[config.mk]
export PLATFORM = sky130hd
export DESIGN_NAME = booth_datapath
export DESIGN_NICKNAME = d
export VERILOG_FILES = /design/src/rtl/booth_datapath.sv
export SDC_FILE = /design/constraint.sdc
export NUM_CORES = 1
export LEC_CHECK = 0
export CORE_MARGIN = 10
export CORE_UTILIZATION = 42
export CTS_CLUSTER_DIAMETER = 40
export CTS_CLUSTER_SIZE = 12
export DETAILED_ROUTE_END_ITERATION = 10
export PLACE_DENSITY_LB_ADDON = 0.08
export SLEW_MARGIN = 20
export SYNTH_ARGS = -nofsm -noshare
export SYNTH_HDL_FRONTEND = slang
export SYNTH_SLANG_ARGS = --single-unit
[constraint.sdc]
create_clock -name clock -period 4.55 [get_ports clock]
set_input_delay 0.455 -clock clock [delete_from_list [all_inputs] [get_ports clock]]
set_output_delay 0.455 -clock clock [all_outputs]
set_load 0.05 [all_outputs]
[src/rtl/booth_datapath.sv]
// Radix-2 Booth multiplier datapath: M/A/Q/Q_m1 registers driven by an external
// controller, plus a product register latched on the rising edge of done_sig.
module booth_datapath #(
    parameter int WIDTH = 4
) (
    input  logic                 clock,
    input  logic                 reset_n,
    input  logic [WIDTH-1:0]     multiplicand,
    input  logic [WIDTH-1:0]     multiplier,
    input  logic                 M_sig,
    input  logic [1:0]           Q_sig,
    input  logic [1:0]           A_sig,
    input  logic                 adder_sig,
    input  logic                 done_sig,
    output logic [1:0]           Q_in,
    output logic [2*WIDTH-1:0]   product,
    output logic                 product_valid
);

    localparam logic [1:0] OP_LOAD  = 2'b00;
    localparam logic [1:0] OP_RESET = 2'b01;
    localparam logic [1:0] OP_SHIFT = 2'b10;
    localparam logic [1:0] OP_HOLD  = 2'b11;

    logic [WIDTH:0]       m_r;
    logic [WIDTH:0]       a_r;
    logic [WIDTH-1:0]     q_r;
    logic                 q_m1_r;
    logic [2*WIDTH-1:0]   product_r;
    logic                 product_valid_r;
    logic                 done_d_r;

    logic [WIDTH:0]       sum_s;
    logic [WIDTH:0]       a_next_s;
    logic [WIDTH-1:0]     q_next_s;
    logic                 q_m1_next_s;
    logic                 completion_s;

    // A+M or A-M, wrapping at WIDTH+1 bits so -2^(WIDTH-1) can be negated.
    function automatic logic [WIDTH:0] add_sub(input logic [WIDTH:0] a,
                                               input logic [WIDTH:0] m,
                                               input logic           sub);
        if (sub) begin
            add_sub = a - m;
        end else begin
            add_sub = a + m;
        end
    endfunction

    assign sum_s        = add_sub(a_r, m_r, adder_sig);
    assign completion_s = done_sig & ~done_d_r;
    assign Q_in         = {q_r[0], q_m1_r};
    assign product       = product_r;
    assign product_valid = product_valid_r;

    // Next value of A from its operation code.
    always_comb begin
        a_next_s = a_r;
        case (A_sig)
            OP_LOAD:  a_next_s = sum_s;
            OP_RESET: a_next_s = '0;
            OP_SHIFT: a_next_s = {a_r[WIDTH], a_r[WIDTH:1]};
            OP_HOLD:  a_next_s = a_r;
            default:  a_next_s = a_r;
        endcase
    end

    // Next value of Q/Q_m1; shifting pulls in the pre-edge A[0].
    always_comb begin
        q_next_s    = q_r;
        q_m1_next_s = q_m1_r;
        case (Q_sig)
            OP_LOAD: begin
                q_next_s    = multiplier;
                q_m1_next_s = 1'b0;
            end
            OP_RESET: begin
                q_next_s    = '0;
                q_m1_next_s = 1'b0;
            end
            OP_SHIFT: begin
                q_next_s    = {a_r[0], q_r[WIDTH-1:1]};
                q_m1_next_s = q_r[0];
            end
            OP_HOLD: begin
                q_next_s    = q_r;
                q_m1_next_s = q_m1_r;
            end
            default: begin
                q_next_s    = q_r;
                q_m1_next_s = q_m1_r;
            end
        endcase
    end

    // Operand and accumulator registers.
    always_ff @(posedge clock or negedge reset_n) begin
        if (!reset_n) begin
            m_r    <= '0;
            a_r    <= '0;
            q_r    <= '0;
            q_m1_r <= 1'b0;
        end else begin
            if (M_sig) begin
                m_r <= {multiplicand[WIDTH-1], multiplicand};
            end else begin
                m_r <= m_r;
            end
            a_r    <= a_next_s;
            q_r    <= q_next_s;
            q_m1_r <= q_m1_next_s;
        end
    end

    // Result latch: completion beats a simultaneous new-operand load.
    always_ff @(posedge clock or negedge reset_n) begin
        if (!reset_n) begin
            product_r       <= '0;
            product_valid_r <= 1'b0;
            done_d_r        <= 1'b0;
        end else begin
            done_d_r <= done_sig;
            if (completion_s) begin
                product_r       <= {a_r[WIDTH-1:0], q_r};
                product_valid_r <= 1'b1;
            end else if (M_sig) begin
                product_r       <= product_r;
                product_valid_r <= 1'b0;
            end else begin
                product_r       <= product_r;
                product_valid_r <= product_valid_r;
            end
        end
    end

endmodule

Ports around the boundary:
Pins as bars across the die edge, other pins in gray.
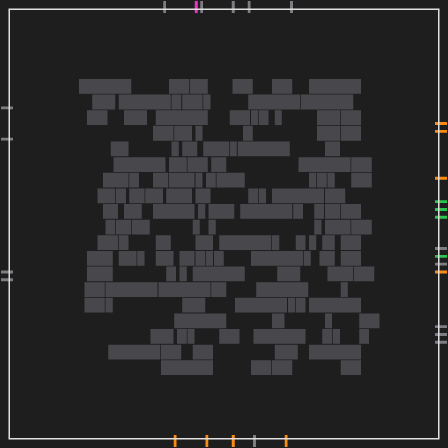
[orange] `product` | pins: 8 | direction: output | edge: 4 bottom, 4 right
[magenta] `adder_sig` | pins: 1 | direction: input | edge: top
[green] `multiplier` | pins: 4 | direction: input | edge: right
all pins by edge: 13 right, 6 top, 5 bottom, 4 left
die width: 74.5 µm
count of buffers from port buffering: 27

Placement by cell class:
Bar = 20 µm.
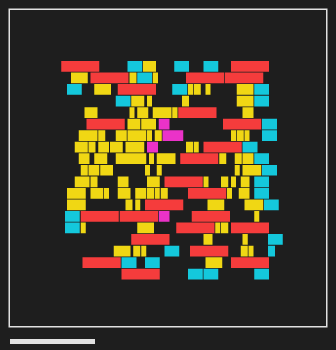
[yellow] remaining logic cells | cells: 88 | share of their area: 41%
[cyan] remaining buffers and delay cells | cells: 27 | share of their area: 17%
[magenta] clock drivers and dummy loads | cells: 4 | share of their area: 2.4%
[red] registers | cells: 24 | share of their area: 39%

==> summary.txt <==
Status on the layout run. The flow ran to the end, and the final reports show no timing, DRC or antenna violations. Once the floorplan was initialized, standard cells occupied 44.5% of the core. Setup repair after global routing left no endpoint under its margin. Routed length per placed instance landed at 13.4 µm. Fraction of registers with async set/reset landed at 100%. Looking at the critical path, the single cell with the biggest stage delay is sky130_fd_sc_hd__clkdlybuf4s50_1. There are 24 flip-flops and latches. Relative area of clock buffers and inverters in the final design landed at 2.33%.

Total number of clock tree sinks landed at 24. Sequential standard cell area landed at 601 µm². Per the cell usage report, the commonest logic cell in the layout is sky130_fd_sc_hd__clkdlybuf4s50_1.

After global routing, the most crowded layer is met2. The layout report gives the register share of total cell area as 38.5%. Total DRC errors in the routed layout landed at 0. Count of fill cells added during filler insertion landed at 273. By instance count, the leading cell after synthesis is sky130_fd_sc_hd__dfrtp_1. The biggest slice of the area belongs to flip-flops and latches. Area added between synthesis and finish landed at 25.1%. Global routing usage on met3 landed at 3.19%. The setup check on the worst reg-to-reg path leaves a slack of 2.51 ns. Initial antenna violation count landed at 0.

Routed signal wires occupy layers up through met4. The gate-level netlist out of Yosys references 30 unique cell types. The number of global-route vias before repair came to 948.
